**config.mk**
```make
export PLATFORM = sky130hd
export DESIGN_NAME = main_control_fsm
export DESIGN_NICKNAME = d
export VERILOG_FILES = /design/src/rtl/main_control_fsm_pkg.sv /design/src/rtl/instr_classify.sv /design/src/rtl/main_control_fsm.sv
export SDC_FILE = /design/constraint.sdc
export NUM_CORES = 1
export LEC_CHECK = 0
export ABC_AREA = 1
export CAP_MARGIN = 15
export CORE_UTILIZATION = 41
export DETAILED_ROUTE_END_ITERATION = 10
export PLACE_DENSITY = 0.79
export SYNTH_ARGS = -nofsm -noshare
export SYNTH_HDL_FRONTEND = slang
export SYNTH_HIERARCHICAL = 1
export SYNTH_SLANG_ARGS = --single-unit
export TNS_END_PERCENT = 20
```
**constraint.sdc**
```tcl
create_clock -name clk -period 1.7 [get_ports clk]
set_input_delay 0.51 -clock clk [delete_from_list [all_inputs] [get_ports clk]]
set_output_delay 0.51 -clock clk [all_outputs]
set_load 0.005 [all_outputs]
```
**src/rtl/main_control_fsm_pkg.sv**
```systemverilog
// Shared RV32 control definitions: opcodes, funct fields, ALUOp codes,
// FSM state encoding and the instruction class used by the control core.
package main_control_fsm_pkg;

  localparam logic [6:0] OP_RTYPE  = 7'b0110011;
  localparam logic [6:0] OP_IMM    = 7'b0010011;
  localparam logic [6:0] OP_LOAD   = 7'b0000011;
  localparam logic [6:0] OP_STORE  = 7'b0100011;
  localparam logic [6:0] OP_BRANCH = 7'b1100011;
  localparam logic [6:0] OP_JAL    = 7'b1101111;

  localparam logic [2:0] F3_ADDI = 3'b000;
  localparam logic [2:0] F3_LW   = 3'b010;
  localparam logic [2:0] F3_SW   = 3'b010;
  localparam logic [2:0] F3_BEQ  = 3'b000;
  localparam logic [2:0] F3_BLT  = 3'b100;

  localparam logic [6:0] F7_BASE = 7'b0000000;
  localparam logic [6:0] F7_ALT  = 7'b0100000;

  localparam logic [1:0] ALUOP_ADD    = 2'b00;
  localparam logic [1:0] ALUOP_BRANCH = 2'b01;
  localparam logic [1:0] ALUOP_RTYPE  = 2'b10;
  localparam logic [1:0] ALUOP_JAL    = 2'b11;

  typedef enum logic [3:0] {
    ST_FETCH   = 4'd0,
    ST_DECODE  = 4'd1,
    ST_EXEC    = 4'd2,
    ST_ALU_WB  = 4'd3,
    ST_ADDR    = 4'd4,
    ST_MEM_RD  = 4'd5,
    ST_LOAD_WB = 4'd6,
    ST_MEM_WR  = 4'd7,
    ST_BRANCH  = 4'd8,
    ST_JAL     = 4'd9,
    ST_TRAP    = 4'd10
  } state_t;

  typedef enum logic [2:0] {
    CLS_RTYPE  = 3'd0,
    CLS_ADDI   = 3'd1,
    CLS_LOAD   = 3'd2,
    CLS_STORE  = 3'd3,
    CLS_BRANCH = 3'd4,
    CLS_JAL    = 3'd5
  } iclass_t;

endpackage

```
**src/rtl/instr_classify.sv**
```systemverilog
// Combinational instruction classifier: maps the latched instruction fields
// to an instruction class plus a legality flag for the supported RV32 subset.
module instr_classify
  import main_control_fsm_pkg::*;
(
  input  logic [6:0] opcode,
  input  logic [2:0] funct3,
  input  logic [6:0] funct7,
  output iclass_t    cls,
  output logic       legal
);

  always_comb begin
    cls   = CLS_RTYPE;
    legal = 1'b0;
    case (opcode)
      OP_RTYPE: begin
        cls = CLS_RTYPE;
        // slt/sltu (funct3 01x) are outside the subset, as are sra and other alt forms
        legal = ((funct7 == F7_BASE) && (funct3[2:1] != 2'b01)) ||
                ((funct7 == F7_ALT) && (funct3 == 3'b000));
      end
      OP_IMM: begin
        cls   = CLS_ADDI;
        legal = (funct3 == F3_ADDI);
      end
      OP_LOAD: begin
        cls   = CLS_LOAD;
        legal = (funct3 == F3_LW);
      end
      OP_STORE: begin
        cls   = CLS_STORE;
        legal = (funct3 == F3_SW);
      end
      OP_BRANCH: begin
        cls   = CLS_BRANCH;
        legal = (funct3 == F3_BEQ) || (funct3 == F3_BLT);
      end
      OP_JAL: begin
        cls   = CLS_JAL;
        legal = 1'b1;
      end
      default: begin
        cls   = CLS_RTYPE;
        legal = 1'b0;
      end
    endcase
  end

endmodule

```
**src/rtl/main_control_fsm.sv**
```systemverilog
// Multi-cycle main control unit for the RV32 subset core: latches an
// instruction over valid/ready and sequences the datapath strobes.
//
// state   | meaning
// FETCH   | ready for a new instruction
// DECODE  | classify latched IR
// EXEC    | R-type / addi ALU operation
// ALU_WB  | write ALU result, PC+4
// ADDR    | load/store address calculation
// MEM_RD  | load request, held until mem_ack
// LOAD_WB | write memory data, PC+4
// MEM_WR  | store request, held until mem_ack
// BRANCH  | compare and conditional PC update
// JAL     | link write and jump
// TRAP    | illegal instruction, stuck until reset
module main_control_fsm
  import main_control_fsm_pkg::*;
(
  input  logic        clk,
  input  logic        rst,
  input  logic [31:0] instr,
  input  logic        instr_valid,
  output logic        instr_ready,
  input  logic        alu_zero,
  input  logic        alu_lt,
  input  logic        mem_ack,
  output logic [1:0]  ALUOp,
  output logic [3:0]  inst,
  output logic        alu_src_b,
  output logic        reg_write,
  output logic        mem_to_reg,
  output logic        link,
  output logic        mem_read,
  output logic        mem_write,
  output logic        pc_write,
  output logic        pc_src,
  output logic        illegal
);

  state_t      state, state_nx;
  logic [31:0] ir;
  iclass_t     cls;
  logic        legal;

  instr_classify u_classify (
    .opcode (ir[6:0]),
    .funct3 (ir[14:12]),
    .funct7 (ir[31:25]),
    .cls    (cls),
    .legal  (legal)
  );

  always_ff @(posedge clk or posedge rst) begin
    if (rst) begin
      state <= ST_FETCH;
      ir    <= '0;
    end else begin
      state <= state_nx;
      if (instr_valid && instr_ready) ir <= instr;
    end
  end

  assign inst = {ir[30], ir[14:12]};

  always_comb begin
    state_nx    = state;
    instr_ready = 1'b0;
    ALUOp       = ALUOP_ADD;
    alu_src_b   = 1'b0;
    reg_write   = 1'b0;
    mem_to_reg  = 1'b0;
    link        = 1'b0;
    mem_read    = 1'b0;
    mem_write   = 1'b0;
    pc_write    = 1'b0;
    pc_src      = 1'b0;
    illegal     = 1'b0;
    case (state)
      ST_FETCH: begin
        instr_ready = 1'b1;
        if (instr_valid) state_nx = ST_DECODE;
      end
      ST_DECODE: begin
        if (!legal) state_nx = ST_TRAP;
        else begin
          case (cls)
            CLS_RTYPE, CLS_ADDI:  state_nx = ST_EXEC;
            CLS_LOAD, CLS_STORE:  state_nx = ST_ADDR;
            CLS_BRANCH:           state_nx = ST_BRANCH;
            CLS_JAL:              state_nx = ST_JAL;
            default:              state_nx = ST_TRAP;
          endcase
        end
      end
      ST_EXEC: begin
        if (cls == CLS_ADDI) begin
          ALUOp     = ALUOP_ADD;
          alu_src_b = 1'b1;
        end else begin
          ALUOp = ALUOP_RTYPE;
        end
        state_nx = ST_ALU_WB;
      end
      ST_ALU_WB: begin
        reg_write = 1'b1;
        pc_write  = 1'b1;
        state_nx  = ST_FETCH;
      end
      ST_ADDR: begin
        alu_src_b = 1'b1;
        state_nx  = (cls == CLS_LOAD) ? ST_MEM_RD : ST_MEM_WR;
      end
      ST_MEM_RD: begin
        mem_read = 1'b1;
        if (mem_ack) state_nx = ST_LOAD_WB;
      end
      ST_LOAD_WB: begin
        reg_write  = 1'b1;
        mem_to_reg = 1'b1;
        pc_write   = 1'b1;
        state_nx   = ST_FETCH;
      end
      ST_MEM_WR: begin
        mem_write = 1'b1;
        pc_write  = mem_ack;
        if (mem_ack) state_nx = ST_FETCH;
      end
      ST_BRANCH: begin
        ALUOp    = ALUOP_BRANCH;
        pc_write = 1'b1;
        // funct3[2] distinguishes blt from beq
        pc_src   = ir[14] ? alu_lt : alu_zero;
        state_nx = ST_FETCH;
      end
      ST_JAL: begin
        ALUOp     = ALUOP_JAL;
        reg_write = 1'b1;
        link      = 1'b1;
        pc_write  = 1'b1;
        pc_src    = 1'b1;
        state_nx  = ST_FETCH;
      end
      ST_TRAP: begin
        illegal  = 1'b1;
        state_nx = ST_TRAP;
      end
      default: state_nx = ST_FETCH;
    endcase
  end

endmodule

```
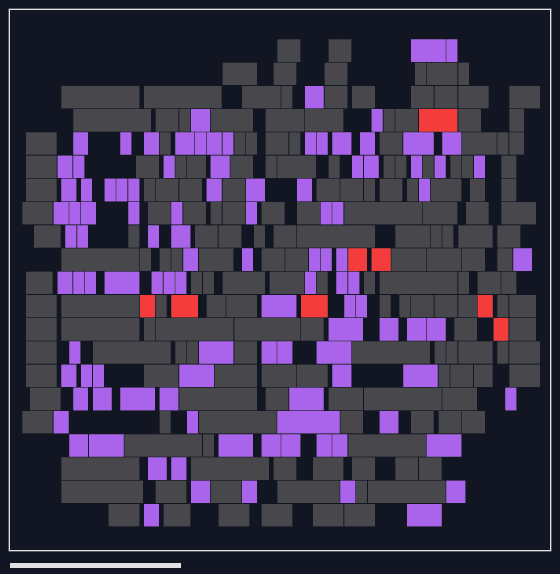
(run_1/gate_families.png)
Scale bar: 20 um.
inverting AOI/OAI gates: shown in red, cells 8. NAND gates: shown in purple, cells 108.

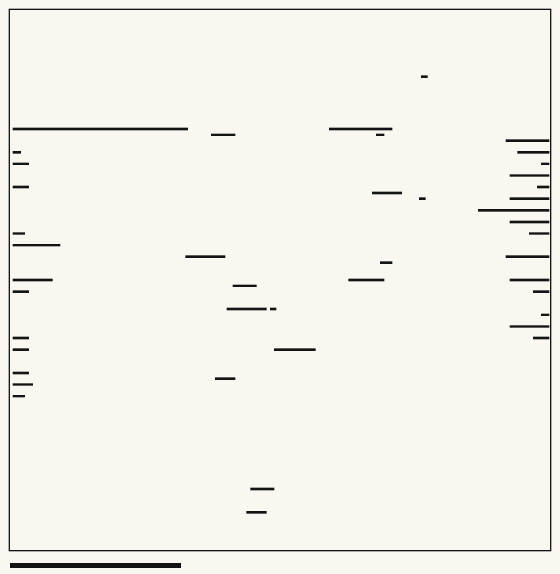
(run_1/met3.png)
Scale bar: 20 um.
The layer carries 137 um of wire. The wires run mostly horizontal. The longest straight run is 20.2 um. 36 nets have wire on it. The layer holds 3.3% of the routed length.

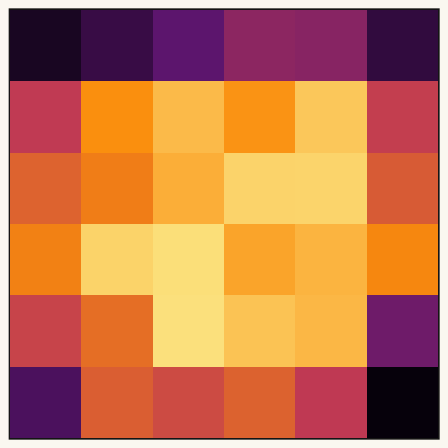
(run_1/density.png)
6 x 6 tiles, from black (low) to pale yellow (high), 0 to 100% covered.
39% of the tiles are over 75% full. 2.8% of the tiles are nearly empty. The mean over all tiles is 61%.

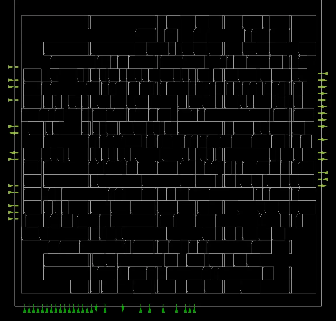
(run_1/final_placement.png)
FF+latch count: 21
CORE AREA: 0.00347 mm2
sequential cell area share: 0.212
Non-Filler Instances: 347

==> CHANGELOG.md, run 1 <==
## Flow update

* Largest net degree at the start of global routing at 22
* GPL Wtd Cong at 0.826
* Clock network power share at 0.096
* Setup_tns at -2790 ps
* RSZ-0062 raised after global routing: yes
* Via count at 1,664
* XOR/XNOR share of the synthesized area at 0
* Switching Share at 0.444
* Routed WL at 4.19 mm
* FP Rows at 21
* Total placed cells including tap cells at 328
* Top cell area share at 0.342
* CTS sink cnt at 21
* Max_slew headroom at 0.778
* Seq pwr share at 0.264
* Syn Nets at 252
* Worst ir drop on vdd at 0.764 mV
* Clock-pin slew on the worst setup and hold paths at 80 ps
* P_leak at 1.31 nW
* Slew at the pin with the worst max-slew slack at 330 ps
* Init Core Util at 0.443
* Synth Seq Share at 0.342
* Post-synthesis simple-gate area fraction at 0.482
* Die Y at 63.2 um
* Number of global-route vias before repair at 1,630
* Tool warning count at 46
* NetSw at 0.00162 W
* Fmax at 470 MHz
* Most used flip-flop cell: dfrtp_1
* Max-cap violations at 0
* Top cells by count: nand2_1 (53), nor2_1 (27), nand3_1 (25), dfrtp_1 (21), inv_1 (21)
* Fin nets at 343
* Asr flop ratio synth at 1.00
* Final Hold Fails at 0
* Hold Path Class: reg2reg
* Mapped Area at 0.00154 mm2
* Crit path required time at 1190 ps
* CP endpoint kind: primary output
* Length of routed met3 wiring at 137 um
* Final Worst Setup Slack at -426 ps
* Synth unique cells at 24
* Hold_ws at 492 ps
* Yosys Chip Area at 0.00154 mm2
* Flops after synth at 21
* Power Dens Cells at 1470 mW/mm2
* WS Path Type: reg2out
* Mux cell area share at 0
* Antenna violations before repair at 0
* Fin area at 0.00248 mm2
* Critical path fanouts, max at 3
* Top pwr grp: combinational cells
* Vias/cell at 4.80
* Period minus WS final at 2130 ps
* Startpoint types: flop
* Status: complete, but fails checks
* Yosys cell count at 211
* Met2 WL post-DR at 2.28 mm
* # IOs at 54
* YS warnings at 6
* Complex Gates by Area at 0.0334
* Final core occ at 0.715
* Main logic family after synthesis: simple AND/OR/NAND/NOR gates
* Leading area contributor after synthesis: dfrtp_1
* Final Max Slew Viols at 0
* Highest routed metal layer: met4
* Total power at 0.00364 W
* P_comb at 0.00233 W
* TritonCTS clock tree: yes
* Internal power at 0.00203 W
* Clock Latency Late Sink at 270 ps
* CTS buffer count at 3
* Share of layout cells above drive strength 1 at 0.452
* Layout area overhead at 61.4%
* Hpwl dp at 2.85 mm
* Most frequent cell after synthesis: nand2_1
* Hold buffers post-CTS at 0
* GRT Residual Overflow at 0
* N_diodes at 0
* Worst EP arrival at 1620 ps
* Post-Synth Adder-Cell Area at 0.0244
* Antenna Nets Post-Route at 0
* Root buffer cell: clkbuf_8
* Failing checks: setup timing
* I/O Buffers at 38
* Mean routed wirelength per cell at 12.1 um
* Final setup viols at 14
* Skew final at 1.66 ps
* Total iterations of the first detailed-routing run at 4
* Tcrit/Tclk final at 1.25
* Post-synthesis instance total at 211
* Area post-placement at 0.00223 mm2
* DRC at 0
run 1: final cells by class:
cell class	instances	area (um2)
Clock inverter	1	7.51
Multi-Input combinational cell	154	938
Tap cell	46	57.6
Fill cell	276	987
Sequential cell	21	527
Clock buffer	3	41.3
Inverter	28	113
Timing Repair Buffer	94	797
run 1: routing by layer:
layer / vias up / track usage
met1: 761 / 0.237
li1: 842 / -
met4: 0 / 0.119
met3: 15 / 0.0308
met5: - / 0
met2: 46 / 0.422
run 1: critical path, stage by stage, from the launching register on:
cell and delay [ps]:
dfrtp_1 410, nand2_4 100, buf_6 130, nor4_4 310, nor2_4 80, nand2_2 100
nand3_2 60, nand2_1 60, buf_2 100
run 1: path summary, 6_finish.rpt:
kind	startpoint	end	slack, ps	depth (start not counted)
max	ir[1]$_DFFE_PP0P_	ALUOp[1]	-430	8
min	ir[29]$_DFFE_PP0P_	ir[29]$_DFFE_PP0P_	490	2
max reg2reg	ir[1]$_DFFE_PP0P_	state[0]$_DFFE_PP0P_	-280	13
min reg2reg	ir[29]$_DFFE_PP0P_	ir[29]$_DFFE_PP0P_	490	2
max in group asynchronous	rst	ir[13]$_DFFE_PP0P_	910	3
min in group asynchronous	rst	ir[0]$_DFFE_PP0P_	570	3
run 1: state kept, by name, summed over array words and instances, names as in the netlist:
signal and flops:
state 4, ir 17
run 1: cells in the final DEF (no fill, tap or decap), drive strengths merged:
master and count:
a21oi 1, buf 64, clkbuf 3, clkdlybuf4s15 2
clkdlybuf4s50 23, clkinvlp 1, dfrtp 21, dlygate4sd2 5
ha 3, inv 28, nand2 80, nand3 25
nand4 3, nor2 31, nor3 2, nor3b 1
nor4 1, o21ai 4, o22ai 3
run 1: what timing repair did:
item | CTS | global route
setup buffers | 10 | 5
setup endpoints to repair | 18 | 16
gates resized | 64 | 15
pin swaps | 15 | 9
--- run 2 (diff from run 1) ---
--- a/config.mk
+++ b/config.mk
@@ -9,6 +9,7 @@
 export CAP_MARGIN = 15
 export CORE_UTILIZATION = 41
 export DETAILED_ROUTE_END_ITERATION = 10
+export GPL_ROUTABILITY_DRIVEN = 0
 export PLACE_DENSITY = 0.79
 export SYNTH_ARGS = -nofsm -noshare
 export SYNTH_HDL_FRONTEND = slang
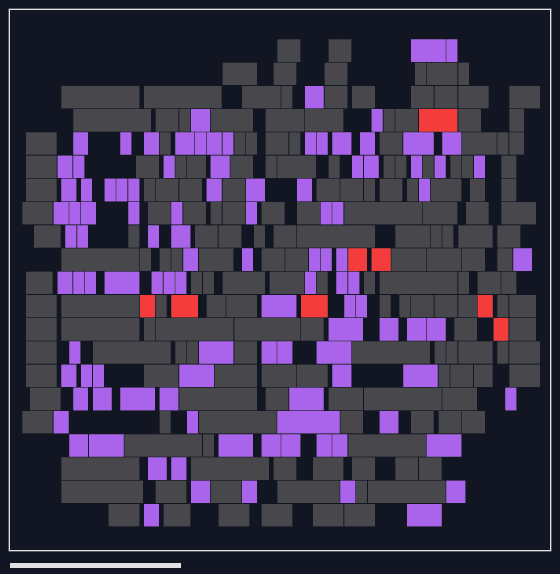
(run_2/gate_families.png)
Scale bar: 20 um.
inverting AOI/OAI gates: shown in red, cells 8. NAND gates: shown in purple, cells 108.

==> CHANGELOG.md, run 2 <==
## Flow update

* CP endpoint: ALUOp[1]
* Fmax at 470 MHz (unchanged)
* DRC at 0 (unchanged)
* # clk buffers at 3 (unchanged)
* Most used flip-flop cell: dfrtp_1
* Multi-In Gates at 154 (unchanged)
* Logic share of the area at 0.378 (unchanged)
* Tap Count at 46 (unchanged)
* Top cells by count: nand2_1 (53), nor2_1 (27), nand3_1 (25), dfrtp_1 (21), inv_1 (21)
* Non-Filler Instances at 347 (unchanged)
* RSZ-0062 raised after global routing: yes
* Nonclk buf count at 94 (unchanged)
* Root buffer cell: clkbuf_8
* I/O Buffers at 38 (unchanged)
* FP Rows at 21 (unchanged)
* Sequential cell area share at 0.212 (unchanged)
* Failing checks: setup timing
* Number of global-route vias before repair at 1,630 (unchanged)
* Max_slew headroom at 0.778 (unchanged)
* CP Launch Point: ir[1]$_DFFE_PP0P_
* Layout area overhead at 61.4% (unchanged)
* R2R Setup Slk at -280 ps (about the same)
* Period minus WS final at 2130 ps (unchanged)
* Dominant logic cell types in the final layout: buf_4 (49), nand2_1 (46), nand3_1 (24)
* Buffer share of cell area at 0.321 (unchanged)
* Yosys Chip Area at 0.00154 mm2 (unchanged)
* Syn Nets at 252 (unchanged)
* Synth Seq Share at 0.342 (unchanged)
* Critical path fanouts, max at 3 (unchanged)
* Setup_tns at -2790 ps (unchanged)
* Hold Path Class: reg2reg
* Fin area at 0.00248 mm2 (unchanged)
* Hold_ws at 492 ps (unchanged)
* Final Worst Setup Slack at -426 ps (unchanged)
* Register area at 527 um2 (unchanged)
* Fin nets at 343 (unchanged)
* Tally of filler cells in the layout at 276 (unchanged)
* Reg with most FFs: ir
* CORE AREA at 0.00347 mm2 (unchanged)
* YS warnings at 6 (unchanged)
* Worst EP arrival at 1620 ps (about the same)
* Tcrit/Tclk final at 1.25 (unchanged)
* Final Hold Fails at 0 (unchanged)
* Clock Latency Late Sink at 270 ps (about the same)
* Worst R2R Start: ir[1]$_DFFE_PP0P_
* Status: complete, but fails checks
* FF-to-FF End: state[0]$_DFFE_PP0P_
* Synth unique cells at 24 (unchanged)
* Mean routed wirelength per cell at 12.1 um (unchanged)
* Via count at 1,664 (unchanged)
* Largest regs: ir x17, state x4
* R2R cell count at 13 (unchanged)
* Yosys cell count at 211 (unchanged)
* # IOs at 54 (unchanged)
* N_diodes at 0 (unchanged)
* Final setup viols at 14 (unchanged)
* Max FFs per register at 17 (unchanged)
* Startpoint types: flop
* Clock network area share at 0.0197 (unchanged)
* Most frequent cell after synthesis: nand2_1
* WS Path Type: reg2out
* FF+latch count at 21 (unchanged)
* Tool warning count at 46 (unchanged)
* CTS sink cnt at 21 (unchanged)
* Die Y at 63.2 um (unchanged)
* Routed WL at 4.19 mm (unchanged)
* Power Dens Cells at 1470 mW/mm2 (unchanged)
* Crit path required time at 1190 ps (about the same)
* Top cell area share at 0.342 (unchanged)
* Clock-pin slew on the worst setup and hold paths at 80 ps (about the same)
* Total iterations of the first detailed-routing run at 4 (unchanged)
* Antenna violations before repair at 0 (unchanged)
* Leading area contributor after synthesis: dfrtp_1
* Largest net degree at the start of global routing at 22 (unchanged)
* GRT Residual Overflow at 0 (unchanged)
* Post-synthesis instance total at 211 (unchanged)
* Share of layout cells above drive strength 1 at 0.452 (unchanged)
* CTS buffer count at 3 (unchanged)
* Area post-placement at 0.00223 mm2 (unchanged)
* Flops after synth at 21 (unchanged)
* Hold buffers post-CTS at 0 (unchanged)
* Skew final at 1.66 ps (unchanged)
* Mapped Area at 0.00154 mm2 (unchanged)
* Logic cell area at 938 um2 (unchanged)
-- run 2: cell counts after synthesis --
No cell type changed its count.
-- run 2: kinds of logic (layout without fill, tap and decap cells) --
group                      count (synthesis)  count (layout)  synth area share
and+or+nand+nor                          143             143             0.482
buffers and inverters                     36             126             0.119
DFF                                       21              21             0.342
AOI/OAI and AO/OA                          8               8            0.0334
adders and majority gates                  3               3            0.0244
-- run 2: worst max-delay path, stage by stage (launching register included) --
cell,delay (ps)
dfrtp_1,410
nand2_4,100
buf_6,130
nor4_4,310
nor2_4,80
nand2_2,100
nand3_2,60
nand2_1,60
buf_2,100
-- run 2: report_power, final --
part	internal [W]	total, W	switching, W
sequential	0.000727	0.000960	0.000233
combinational	0.00113	0.00233	0.00120
clock	0.000166	0.000349	0.000183
total	0.00203	0.00364	0.00162
-- run 2: layer usage --
metal | global-route usage | wire length, um | vias up
met5 | 0 | 0 | -
met4 | 0.119 | 135 | 0
met3 | 0.0308 | 137 | 15
met2 | 0.422 | 2280 | 46
met1 | 0.237 | 1640 | 761
li1 | - | - | 842
-- run 2: worst min path at each step --
stage,from,depth (start not counted),end
2_1_floorplan,ir[28]$_DFFE_PP0P_,2,ir[28]$_DFFE_PP0P_
3_3_place_gp,ir[29]$_DFFE_PP0P_,2,ir[29]$_DFFE_PP0P_
3_5_place_dp,ir[29]$_DFFE_PP0P_,2,ir[29]$_DFFE_PP0P_
4_1_cts,ir[29]$_DFFE_PP0P_,2,ir[29]$_DFFE_PP0P_
5_1_grt,ir[29]$_DFFE_PP0P_,2,ir[29]$_DFFE_PP0P_
6_report,ir[29]$_DFFE_PP0P_,2,ir[29]$_DFFE_PP0P_
-- run 2: timing repair --
action,CTS,global route
cloned,0,0
buffers inserted,10,5
pin swaps,15,9
resized,64,15
setup endpoints to repair,18,16
==> run_2/met3.png <==
Scale bar: 20 um.
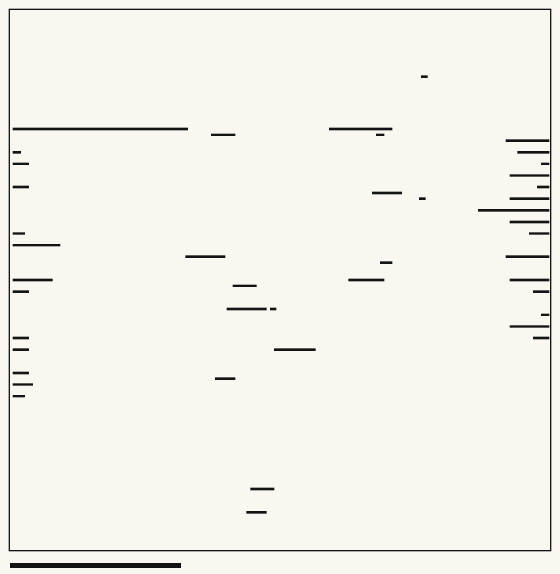

--- run 3 (diff from run 2) ---
--- a/config.mk
+++ b/config.mk
@@ -6,7 +6,6 @@
 export NUM_CORES = 1
 export LEC_CHECK = 0
 export ABC_AREA = 1
-export CAP_MARGIN = 15
 export CORE_UTILIZATION = 41
 export DETAILED_ROUTE_END_ITERATION = 10
 export GPL_ROUTABILITY_DRIVEN = 0
==> constraint.sdc (replaced) <==
create_clock -name clk -period 1.8 [get_ports clk]
set_input_delay 0.54 -clock clk [delete_from_list [all_inputs] [get_ports clk]]
set_output_delay 0.54 -clock clk [all_outputs]
set_load 0.005 [all_outputs]
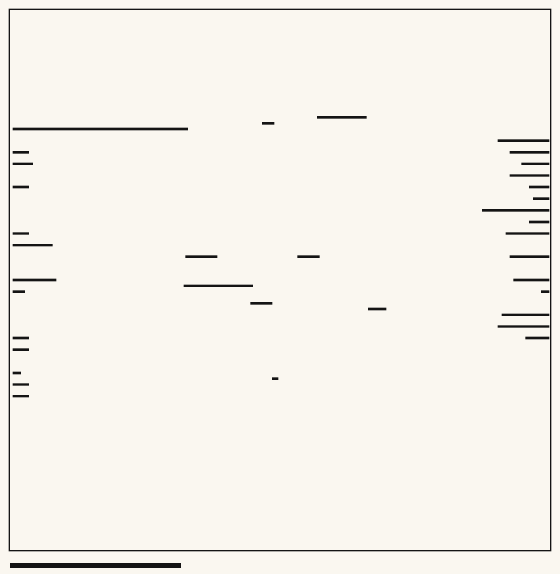
(run_3/met3.png)
Scale bar: 20 um.
GR Util met3: 0.0362
Routed WL: 4.03 mm
via count: 1,591

==> CHANGELOG.md, run 3 <==
## Flow update

* Mapped Area at 0.00154 mm2 (unchanged)
* Asr flop ratio synth at 1.00
* Clock tree buffer depth at 2
* TritonCTS clock tree: yes
* # IOs at 54 (unchanged)
* Layout area overhead at 59.6%
* EDFF count, synth at 0
* Tally of filler cells in the layout at 289 (+4.7%)
* Slew at the pin with the worst max-slew slack at 315 ps
* CORE AREA at 0.00347 mm2 (unchanged)
* CP endpoint kind: primary output
* Hpwl dp at 2.70 mm
* Top cell area share at 0.342 (unchanged)
* Tool warning count at 45 (-2.2%)
* First-pass GRT wire length at 6.27 mm
* Combinational share of power at 0.648 (+0.007)
* CP delay by family, top: buffers and inverters
* Final Worst Setup Slack at -437 ps (-10.4 ps)
* Most frequent cell after synthesis: nand2_1
* Clock Latency Late Sink at 260 ps (about the same)
* Die area at 0.00400 mm2
* Clock network area share at 0.0184 (-0.00131)
* Antenna violations before repair at 0 (unchanged)
* Switching Share at 0.432 (-0.0121)
* Multi-In Gates at 154 (unchanged)
* Crit path required time at 1260 ps (+70 ps)
* Max_slew headroom at 0.788 (+0.0102)
* Critical path fanouts, max at 4 (+1)
* NetSw at 0.00147 W (-8.8%)
* Mean routed wirelength per cell at 11.7 um (-2.7%)
* Max-cap violations at 0
* DRC at 0 (unchanged)
* Power Dens Cells at 1390 mW/mm2 (-5.1%)
* Tap Count at 46 (unchanged)
* FF+latch count at 21 (unchanged)
* Internal power at 0.00194 W (-4.2%)
* Worst ir drop on vdd at 0.634 mV
* Reg with most FFs: ir
* Slowest cell on crit path: clkdlybuf4s50_1
* Hold_ws at 478 ps (-14.6 ps)
* P_leak at 1.29 nW
* Fin nets at 339 (-1.2%)
* N_diodes at 0 (unchanged)
* Period minus WS final at 2240 ps
* Leading area contributor after synthesis: dfrtp_1
* Die Y at 63.2 um (unchanged)
* Register area at 527 um2 (unchanged)
* Final setup viols at 10 (-4)
* Width of the chip at 63.2 um
* Largest net degree at the start of global routing at 22 (unchanged)
* Most used flip-flop cell: dfrtp_1
* Vias/cell at 4.64
* Post-synthesis instance total at 211 (unchanged)
* Failing checks: setup timing
* Top cells by count: nand2_1 (53), nor2_1 (27), nand3_1 (25), dfrtp_1 (21), inv_1 (21)
* GRT Residual Overflow at 0 (unchanged)
* Worst EP arrival at 1700 ps (+80 ps)
* Buffer share of cell area at 0.323 (+0.00207)
* Max FFs per register at 17 (unchanged)
* CP peak stage delay at 500 ps (+90 ps)
* Startpoint types: flop
* CTS H-tree depth at 1
* Yosys cell count at 211 (unchanged)
* Most frequent logic cell in the layout: nand2_1
* Average cell area after synthesis at 7.29 um2
* Number of global-route vias before repair at 1,543 (-5.3%)
* FP Rows at 21 (unchanged)
* Syn Nets at 252 (unchanged)
* Init Core Util at 0.443
* DRT iter0 DRCs at 50
* Antenna Nets Post-Route at 0
* Largest regs: ir x17, state x4
* Tcrit/Tclk final at 1.24
* Synth Seq Share at 0.342 (unchanged)
* Skew final at 4.48 ps (+2.83 ps)
* Yosys Chip Area at 0.00154 mm2 (unchanged)
* Fmax at 447 MHz
* Dominant logic cell types in the final layout: nand2_1 (48), buf_4 (40), clkdlybuf4s50_1 (28)
* WS Path Type: reg2out
* Hold buffers post-CTS at 0 (unchanged)
* Top pwr grp: combinational cells
* Status: complete, but fails checks
* CTS buffer count at 3 (unchanged)
* Clock-pin slew on the worst setup and hold paths at 80 ps (about the same)
* Total power at 0.00342 W
* Root buffer cell: clkbuf_8
* Flops after synth at 21 (unchanged)
* Inverters at 28
* Total GRT Usage at 0.195
* P_comb at 0.00221 W (-5%)
* Nonclk buf count at 90 (-4.3%)
* Hold Path Class: reg2reg
* I/O Buffers at 38 (unchanged)
* # clk buffers at 4 (+1)
* P_seq at 0.000894 W (-6.9%)
* YS warnings at 6 (unchanged)
* Sequential cell area share at 0.215 (+0.00238)
* Largest class: logic gates
* Final Hold Fails at 0 (unchanged)
* Clk. pwr at 0.000308 W (-12%)
* RSZ-0062 raised after global routing: yes
* Crit-path cells: inv_2 > nand2_1 > nor2_4 > inv_1 > nand4_1 > clkdlybuf4s50_1
* Logic share of the area at 0.374 (-0.00392)
* Largest cells by area after synthesis: dfrtp_1 (34%), nand2_1 (13%), nand3_1 (8.1%)
* Share of layout cells above drive strength 1 at 0.418 (-0.0343)
* Clock network power share at 0.090 (-0.006)
* CTS sink cnt at 21 (unchanged)
* Total iterations of the first detailed-routing run at 4 (unchanged)
* Logic cell area at 918 um2 (-2.1%)
* Seq pwr share at 0.262 (-0.002)
* Synth unique cells at 24 (unchanged)
* Final Max Slew Viols at 0
* Crit path buf inv count at 3 (+1)
==> run 3: cells by family (layout without fill, tap and decap cells) <==
logic type | count (synthesis) | after routing | share of synthesized area
simple gates | 143 | 143 | 0.482
compound gates | 8 | 8 | 0.0334
buf+inv | 36 | 122 | 0.119
fa+ha+maj | 3 | 3 | 0.0244
flops | 21 | 21 | 0.342
==> run 3: per-stage QoR <==
step,TNS [ps],instances,worst slack [ps],cell area [um2],utilization
2_1_floorplan,0,211,66.7,1540,-
3_3_place_gp,-2340,324,-501,2200,0.635
3_5_place_dp,-2490,324,-518,2200,0.635
4_1_cts,-3300,339,-404,2350,0.679
5_1_grt,-4710,343,-547,2450,0.707
6_report,-3590,343,-437,2450,0.707
==> run 3: worst paths after layout <==
kind                                       from                    to  slack (ps)  cells after the start
setup / recovery           state[1]$_DFFE_PP0P_              pc_write        -440                      6
hold / removal               ir[29]$_DFFE_PP0P_    ir[29]$_DFFE_PP0P_         480                      2
setup reg to reg              ir[2]$_DFFE_PP0P_  state[1]$_DFFE_PP0P_        -380                     14
hold reg to reg              ir[29]$_DFFE_PP0P_    ir[29]$_DFFE_PP0P_         480                      2
max in group asynchronous                   rst    ir[13]$_DFFE_PP0P_         960                      3
min in group asynchronous                   rst  state[0]$_DFFE_PP0P_         600                      3
==> run 3: tightest hold or removal path, delay by kind of cell (launching register included) <==
family / cells / cell delay (ps)
DFF: 1 / 350
and+or+nand+nor: 2 / 100
==> run 3: metal layers <==
layer | wire length (um) | up-vias | global-route usage
met1 | 1620 | 719 | 0.210
met3 | 127 | 4 | 0.0362
met2 | 2240 | 40 | 0.383
met5 | 0 | - | 0
met4 | 44 | 0 | 0.0511
li1 | - | 828 | -
==> run 3: timing repair <==
action	CTS	global route
setup endpoints to repair	15	15
pin swaps	9	15
buffers inserted	11	6
resized	36	28
Power is estimated from default activity; no workload was simulated.
